`config.mk`:
```
export PLATFORM = sky130hd
export DESIGN_NAME = and_gate_bist
export DESIGN_NICKNAME = d
export VERILOG_FILES = /design/src/rtl/and_gate_bist.sv
export SDC_FILE = /design/constraint.sdc
export NUM_CORES = 1
export LEC_CHECK = 0
export ABC_AREA = 0
export CAP_MARGIN = 20
export CELL_PAD_IN_SITES_DETAIL_PLACEMENT = 1
export CELL_PAD_IN_SITES_GLOBAL_PLACEMENT = 1
export CORE_UTILIZATION = 37
export DETAILED_ROUTE_END_ITERATION = 7
export PLACE_DENSITY = 0.69
export SYNTH_ARGS = -nofsm -noshare
export SYNTH_HDL_FRONTEND = slang
export SYNTH_SLANG_ARGS = --single-unit
```
`constraint.sdc`:
```
create_clock -name clk -period 3.7 [get_ports clk]
set_input_delay 0.74 -clock clk [delete_from_list [all_inputs] [get_ports clk]]
set_output_delay 0.74 -clock clk [all_outputs]
set_load 0.005 [all_outputs]
```
`src/rtl/and_gate_bist.sv`:
```
// and_gate_bist: built-in self-test controller for a 2-input AND gate.
// Drives a/b into the gate, compares its response y against a golden
// a & b delayed by LAT cycles, and reports the mismatch count, the index of
// the first failing vector, and pass/fail.
//
// Ports:
//   clk        in   system clock, rising edge
//   rst_n      in   asynchronous active-low reset
//   start      in   run request, sampled only in IDLE
//   a, b       out  gate inputs (registered)
//   y          in   gate output under test
//   busy       out  high in RUN and DRAIN
//   done       out  one-cycle pulse at end of run
//   pass       out  err_cnt == 0, valid from done until the next accepted start
//   err_cnt    out  saturating mismatch count
//   first_fail out  index of the first mismatching vector, 0 if none
module and_gate_bist #(
  parameter int N_VEC = 16,
  parameter int LAT   = 0,
  parameter int ERR_W = 8,
  parameter int IDX_W = (N_VEC > 1) ? $clog2(N_VEC) : 1
) (
  input  logic             clk,
  input  logic             rst_n,
  input  logic             start,
  output logic             a,
  output logic             b,
  input  logic             y,
  output logic             busy,
  output logic             done,
  output logic             pass,
  output logic [ERR_W-1:0] err_cnt,
  output logic [IDX_W-1:0] first_fail
);

  typedef enum logic [1:0] {S_IDLE, S_RUN, S_DRAIN, S_DONE} state_t;

  localparam logic [IDX_W-1:0] LAST_IDX   = IDX_W'(N_VEC - 1);
  localparam logic [3:0]       LAST_DRAIN = 4'(LAT - 1);

  state_t           state_q;
  logic [IDX_W-1:0] idx_q;
  logic [3:0]       drain_q;
  logic             a_q, b_q, busy_q, done_q, pass_q;
  logic [ERR_W-1:0] err_q, err_d;
  logic [IDX_W-1:0] ff_q, ff_d;

  // Golden reference entering the delay pipe.
  logic             s0_valid, s0_exp;
  logic [IDX_W-1:0] s0_idx;
  // Golden reference aligned with the gate response.
  logic             d_valid, d_exp;
  logic [IDX_W-1:0] d_idx;
  logic             miss;

  assign s0_valid = (state_q == S_RUN);
  assign s0_exp   = a_q & b_q;
  assign s0_idx   = idx_q;

  generate
    if (LAT == 0) begin : g_nodelay
      assign d_valid = s0_valid;
      assign d_exp   = s0_exp;
      assign d_idx   = s0_idx;
    end else begin : g_delay
      logic [LAT-1:0]   pv_q;
      logic [LAT-1:0]   pe_q;
      logic [IDX_W-1:0] pi_q [LAT];

      always_ff @(posedge clk or negedge rst_n) begin
        if (!rst_n) begin
          pv_q <= '0;
          pe_q <= '0;
          for (int unsigned i = 0; i < LAT; i++) pi_q[i] <= '0;
        end else begin
          pv_q[0] <= s0_valid;
          pe_q[0] <= s0_exp;
          pi_q[0] <= s0_idx;
          for (int unsigned i = 1; i < LAT; i++) begin
            pv_q[i] <= pv_q[i-1];
            pe_q[i] <= pe_q[i-1];
            pi_q[i] <= pi_q[i-1];
          end
        end
      end

      assign d_valid = pv_q[LAT-1];
      assign d_exp   = pe_q[LAT-1];
      assign d_idx   = pi_q[LAT-1];
    end
  endgenerate

  assign miss = d_valid & (y ^ d_exp);

  always_comb begin
    err_d = err_q;
    ff_d  = ff_q;
    if (miss) begin
      if (err_q != '1) err_d = err_q + 1'b1;
      if (err_q == '0) ff_d = d_idx;
    end
  end

  // pass is loaded from err_d so the final compare, which lands on the same
  // edge that enters DONE, is already included.
  always_ff @(posedge clk or negedge rst_n) begin
    if (!rst_n) begin
      state_q <= S_IDLE;
      idx_q   <= '0;
      drain_q <= '0;
      a_q     <= 1'b0;
      b_q     <= 1'b0;
      busy_q  <= 1'b0;
      done_q  <= 1'b0;
      pass_q  <= 1'b0;
      err_q   <= '0;
      ff_q    <= '0;
    end else begin
      err_q <= err_d;
      ff_q  <= ff_d;
      case (state_q)
        S_IDLE: begin
          if (start) begin
            state_q    <= S_RUN;
            idx_q      <= '0;
            {a_q, b_q} <= 2'b00;
            busy_q     <= 1'b1;
            pass_q     <= 1'b0;
            err_q      <= '0;
            ff_q       <= '0;
          end
        end
        S_RUN: begin
          if (idx_q == LAST_IDX) begin
            {a_q, b_q} <= 2'b00;
            drain_q    <= '0;
            if (LAT > 0) begin
              state_q <= S_DRAIN;
            end else begin
              state_q <= S_DONE;
              busy_q  <= 1'b0;
              done_q  <= 1'b1;
              pass_q  <= (err_d == '0);
            end
          end else begin
            idx_q      <= idx_q + 1'b1;
            // {a,b} tracks idx[1:0]; a separate 2-bit counter keeps it registered.
            {a_q, b_q} <= {a_q, b_q} + 2'd1;
          end
        end
        S_DRAIN: begin
          if (drain_q == LAST_DRAIN) begin
            state_q <= S_DONE;
            busy_q  <= 1'b0;
            done_q  <= 1'b1;
            pass_q  <= (err_d == '0);
          end else begin
            drain_q <= drain_q + 1'b1;
          end
        end
        S_DONE: begin
          done_q  <= 1'b0;
          state_q <= S_IDLE;
        end
        default: state_q <= S_IDLE;
      endcase
    end
  end

  assign a          = a_q;
  assign b          = b_q;
  assign busy       = busy_q;
  assign done       = done_q;
  assign pass       = pass_q;
  assign err_cnt    = err_q;
  assign first_fail = ff_q;

endmodule
```
Run 1, a small window of the routed layout:
Window x 22 to 47, y 8 to 33 µm. Cells in grey, sequential cells in the stronger grey; small squares are vias.
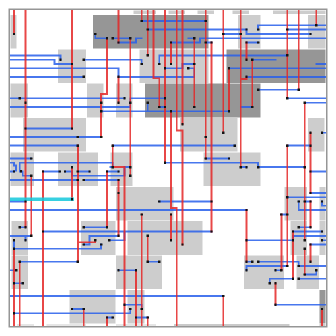
Cyan is met3. Blue is met1. Red is met2.
Netlist names of flops here include `state_q` (2), `a` (1). 28 logic cells have their middle in the window. Most frequent: nand2_1 (3), ha_1 (3), dfrtp_1 (3). Sequential cells in the window: 3.

Run 1, I/O pins on the die edge:
Scale: 6 px per µm. Pins as bars across the die edge, other pins in grey.
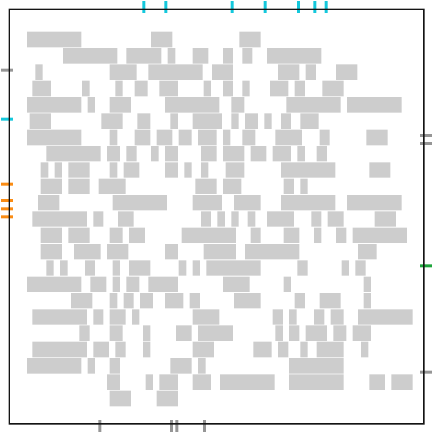
Orange is `first_fail`, pins 4, direction output, edge left. Green is `done`, pins 1, direction output, edge right. Cyan is `err_cnt`, pins 8, direction output, edge 7 top, 1 left.
Port Buffers: 20
Die H: 68.8 µm
die width: 68.8 µm

Run 1, logic cells by family:
Scale: 4 px per µm.
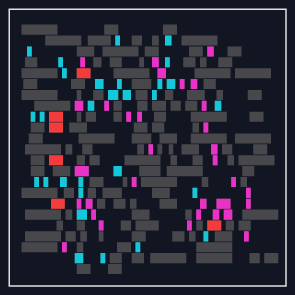
Red is multiplexers, cells 6, where left middle. Cyan is NOR gates, cells 29. Magenta is NAND gates, cells 32.
logic share of the area: 47.2%
most frequent logic cell in the layout: dfrtp_1
final std cells w/o fill: 244

run 1: cell usage after synthesis (all sizes together), types with 3 or more instances:
cell type | n | share of area [%]
a21oi | 9 | 2.7
o21ai | 9 | 2.7
and3 | 6 | 2.3
nand2 | 20 | 4.5
nor4 | 4 | 1.5
mux2i | 6 | 3.6
xor2 | 4 | 2.6
and2 | 3 | 1.2
nand4 | 3 | 1.1
inv | 6 | 1.4
nor3 | 4 | 1.2
dfrtp | 27 | 41
nand3 | 9 | 3.3
and4 | 3 | 1.6
buf | 6 | 2.3
o31ai | 5 | 2.6
ha | 9 | 6.8
clkbuf | 3 | 0.68
nor2 | 18 | 4.1
run 1: path summary, 6_finish.rpt:
check                                  startpoint                 endpoint  depth (start not counted)
max reg2reg                state_q[1]$_DFFE_PN0P_         pass$_DFFE_PN0P_                          7
max in group asynchronous                   rst_n  first_fail[1]$_DFF_PN0_                          2
max                                             y         pass$_DFFE_PN0P_                          6
min                              busy$_DFFE_PN0P_         busy$_DFFE_PN0P_                          2
min reg2reg                      busy$_DFFE_PN0P_         busy$_DFFE_PN0P_                          2
min in group asynchronous                   rst_n   drain_q[2]$_DFFE_PN0P_                          2
run 1: power by group through the flow:
stage / sequential (W) / clock, W / combinational (W)
5_1_grt: 0.000522 / 0.000187 / 0.000851
2_1_floorplan: 0.000488 / 0 / 0.000509
3_5_place_dp: 0.000511 / 0 / 0.000756
6_report: 0.000505 / 0.000173 / 0.000751
4_1_cts: 0.000506 / 0.000181 / 0.000758
3_3_place_gp: 0.000504 / 0 / 0.000724
run 1: registers in the layout, indices dropped and copies added, names as in the netlist:
name / cells
err_cnt: 8
pass: 1
d_idx: 4
first_fail: 4
state_q: 2
b: 1
a: 1
drain_q: 4
done: 1
busy: 1
==> Changelog: implementation, run 1 <==
### Metrics

* Final Max Tran Viols at 0
* Yosys cell types at between 40 and 50
* Met3 Use GR at 2.63%
* Starting Density at 39.9%
* I/O pin count at 21
* Comb_multi_in at around 140
* Startpoint types: input port
* CP delay by family, top: simple AND/OR/NAND/NOR gates
* Worst path slowest cell: clkdlybuf4s50_1
* Inverter count at 6
* Rows at 23
* Seq pwr share at a little over a third
* Total track usage at around a fifth
* Yosys aoi share at 17.6%
* Outcome: completed
* Root Buffer: clkbuf_8
* DP Cell Count at around 240
* Pin count of the biggest net entering global routing at 28
* Main logic family: simple AND/OR/NAND/NOR gates
* Post-synth seq share at 40.9%
* Final setup margin at 1.44 ns
* Clock skew at roughly 0.0024 ns
* Clock sink count at 27
* Signal buf overhead at 10.8%
* FF/Latch Area at 676 µm²
* CTS tree: built
* Worst IR Drop VDD at 0.333 mV
* Post-Syn Nets at 191
* Static leakage at 0.849 nW
* Largest cell class by area: multi-input combinational cells
* Number of max-cap violations at 0
* # Cells Yosys at ~180
* Final setup viols at 0
* Drt initial violations at about 70
* Sw Pwr at 0.000610 W
* Switching Share at 42.7%
* Clock power share at around an eighth
* Synth Instances at 178
* Total power at between 0.001 and 0.0015 W
* Vias/cell at 5.77
* Initial DRT Pass Iterations at 4
* CP peak stage delay at 0.50 ns
* Via count at 1409
* Cycle use final at 61.1%
* Final Core Density at 46.3%
Run 1, track usage over the die:
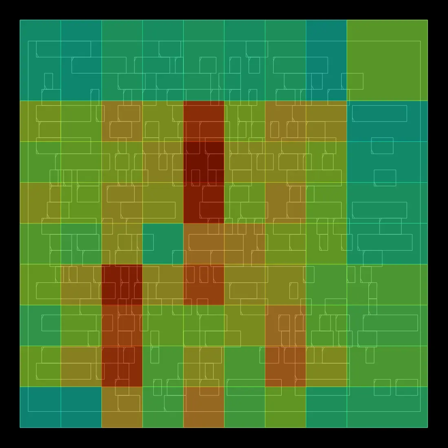

==> run 2, diff against run 1 <==
--- a/config.mk
+++ b/config.mk
@@ -11,7 +11,7 @@
 export CELL_PAD_IN_SITES_GLOBAL_PLACEMENT = 1
 export CORE_UTILIZATION = 37
 export DETAILED_ROUTE_END_ITERATION = 7
-export PLACE_DENSITY = 0.69
+export PLACE_DENSITY = 0.72
 export SYNTH_ARGS = -nofsm -noshare
 export SYNTH_HDL_FRONTEND = slang
 export SYNTH_SLANG_ARGS = --single-unit
==> constraint.sdc (replaced) <==
create_clock -name clk -period 2.03 [get_ports clk]
set_input_delay 0.406 -clock clk [delete_from_list [all_inputs] [get_ports clk]]
set_output_delay 0.406 -clock clk [all_outputs]
set_load 0.005 [all_outputs]
Run 2, track usage over the die:
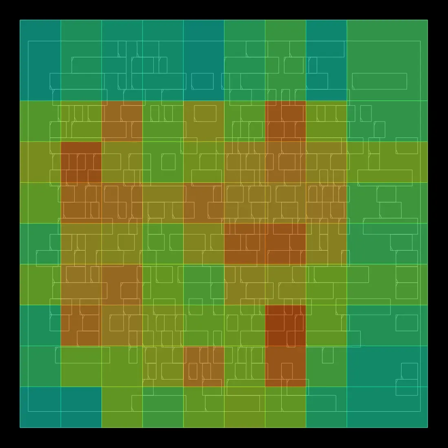
WL/cell: 16.6 µm
grt peak-use layer: met2
Final Core Density: 48.9%
total track usage: 20.2%
grt met2 use: 36.2%

Run 2, sequential cells grouped by signal name:
Scale: 4 px per µm. Other sequential cells in the stronger grey, the rest of the logic in the fainter grey.
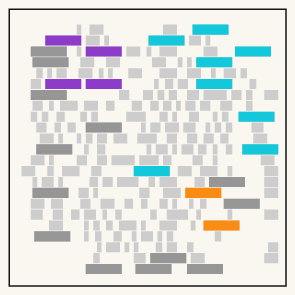
Cyan is `err_cnt`, placed flops 8. Purple is `first_fail`, placed flops 4, where top left. Orange is `state_q`, placed flops 2.
Another 13 sequential cells are not coloured.

==> run 2 against run 1 <==
Effect of this change:
- sequential share of layout area shrank 1.9 points
- cell count grew 5.7%
- critical path depth shrank 1
- synthesized cell count is the same
- power grew 92%
- synthesized area is the same
- cell area grew 5.7%
- critical endpoint unchanged
==> Changelog: implementation, run 2 <==
### Metrics

* Outcome: completed
* Number of max-cap violations at 0
* CTS tree: built
* Post-Syn Nets at 191
* Area leader, netlist: dfrtp_1
* Clock sink count at 27
* Seq cells post-synth at 27
* First-pass GRT wire length at slightly above 7000 µm
* Hold Path Stages at 2
* Startpoint types: flop
* Via count at 1476
* Hold Path Origin: pass$_DFFE_PN0P_
* Syn_area_per_cell at approximately 9.3 µm²
* Vias in the first global route at approximately 1500
* Final setup margin at 0.134 ns
* Final Max Tran Viols at 0
* FF/Latch Area at 676 µm²
* Root Buffer: clkbuf_8
* # DRC at 0
* Logic area at 907 µm²
* Total power at 0.00274 W
* Met3 Use GR at 2.80%
* Yosys cell types at 44
* Hold path endpoint: pass$_DFFE_PN0P_
* Cycle use final at 93.4%
* Reg2reg end: pass$_DFFE_PN0P_
* # Cells Yosys at 178
* Vias/cell at around 5.7
* Port Buffers at 20
* I/O pin count at 21
* Most frequent logic cell in the layout: dfrtp_1
* Worst IR Drop VDD at 0.526 mV
* Pin count of the biggest net entering global routing at 28
* Die width at approximately 70 µm
* R2R Path Start: d_idx[0]$_DFFE_PN0P_
* Pre-CTS setup slack at -0.0777 ns
* Starting Density at 39.9%
* Max reg flops at 8
* Final setup viols at 0
* Clock skew at 0.00833 ns
* Final std cells w/o fill at 258
* DP Cell Count at 254
* Most frequent cell after synthesis: dfrtp_1
* Synth top area share at around two fifths
* Die H at 68.8 µm
* Biggest area cells: dfrtp_1 (41%), ha_1 (6.8%), nand2_1 (4.5%), nor2_1 (4.1%), mux2i_1 (3.6%)
* Synth top cells by count: dfrtp_1 (27), nand2_1 (20), nor2_1 (18)
* Synth Instances at 178
* Rows at 23
* Initial DRT Pass Iterations at 4
Run 2, logic cells by family:
Scale: 4 px per µm.
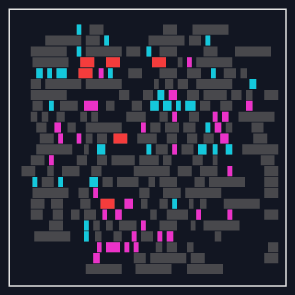
Cyan is NOR gates, cells 29. Magenta is NAND gates, cells 32. Red is multiplexers, cells 6.

run 2: cell counts after synthesis:
No cell type changed its count.
run 2: area by class of cell:
cell class	count	share of cell area, %
flip-flops and latches	27	33.3
repair buffers	35	15.4
multi-input cells	136	44.8
inverters	6	1.11
well taps	50	3.09
clock inverters	1	0.247
clock buffers	3	2.04
run 2: worst max-delay path, stage by stage (launching register included):
cell and delay [ns]:
dfrtp_1 0.45, ha_1 0.24, nand3_2 0.14, a221oi_2 0.42, or2b_1 0.33, o31ai_2 0.24
run 2: worst max path at each step:
stage,start,end,slack (ns),cells past startpoint
floorplan,b$_DFFE_PN0P_,pass$_DFFE_PN0P_,0.33,7
global placement,y,pass$_DFFE_PN0P_,-0.007,6
detailed placement,y,err_cnt[5]$_DFF_PN0_,-0.08,7
CTS,state_q[1]$_DFFE_PN0P_,pass$_DFFE_PN0P_,0.1,8
global route,d_idx[0]$_DFFE_PN0P_,pass$_DFFE_PN0P_,0.02,5
finish,d_idx[0]$_DFFE_PN0P_,pass$_DFFE_PN0P_,0.13,5
run 2: report_power, final:
group / total, W / switching (W) / internal, W
Sequential: 0.000914 / 0.000193 / 0.000720
Clock: 0.000320 / 0.000183 / 0.000138
Combinational: 0.00151 / 0.000767 / 0.000741
Total: 0.00274 / 0.00114 / 0.00160
run 2: cells by family (layout without fill, tap and decap cells):
group           count (synthesis)  count (layout)  synth area share, %
flops                          27              27                 40.9
buf+inv                        15              45                 4.39
simple gates                   74              74                 22.6
xor+xnor                        6               6                 4.09
mux                             6               6                 3.63
fa+ha+maj                       9               9                 6.81
compound gates                 41              41                 17.6
run 2: metal layers:
layer  vias to the layer above  share of wire (%)
li1                        702                  -
met1                       755                 45
met2                        17                 52
met3                         2                2.1
met4                         0               0.49
met5                         -                  0
Power is estimated from default activity; no workload was simulated.
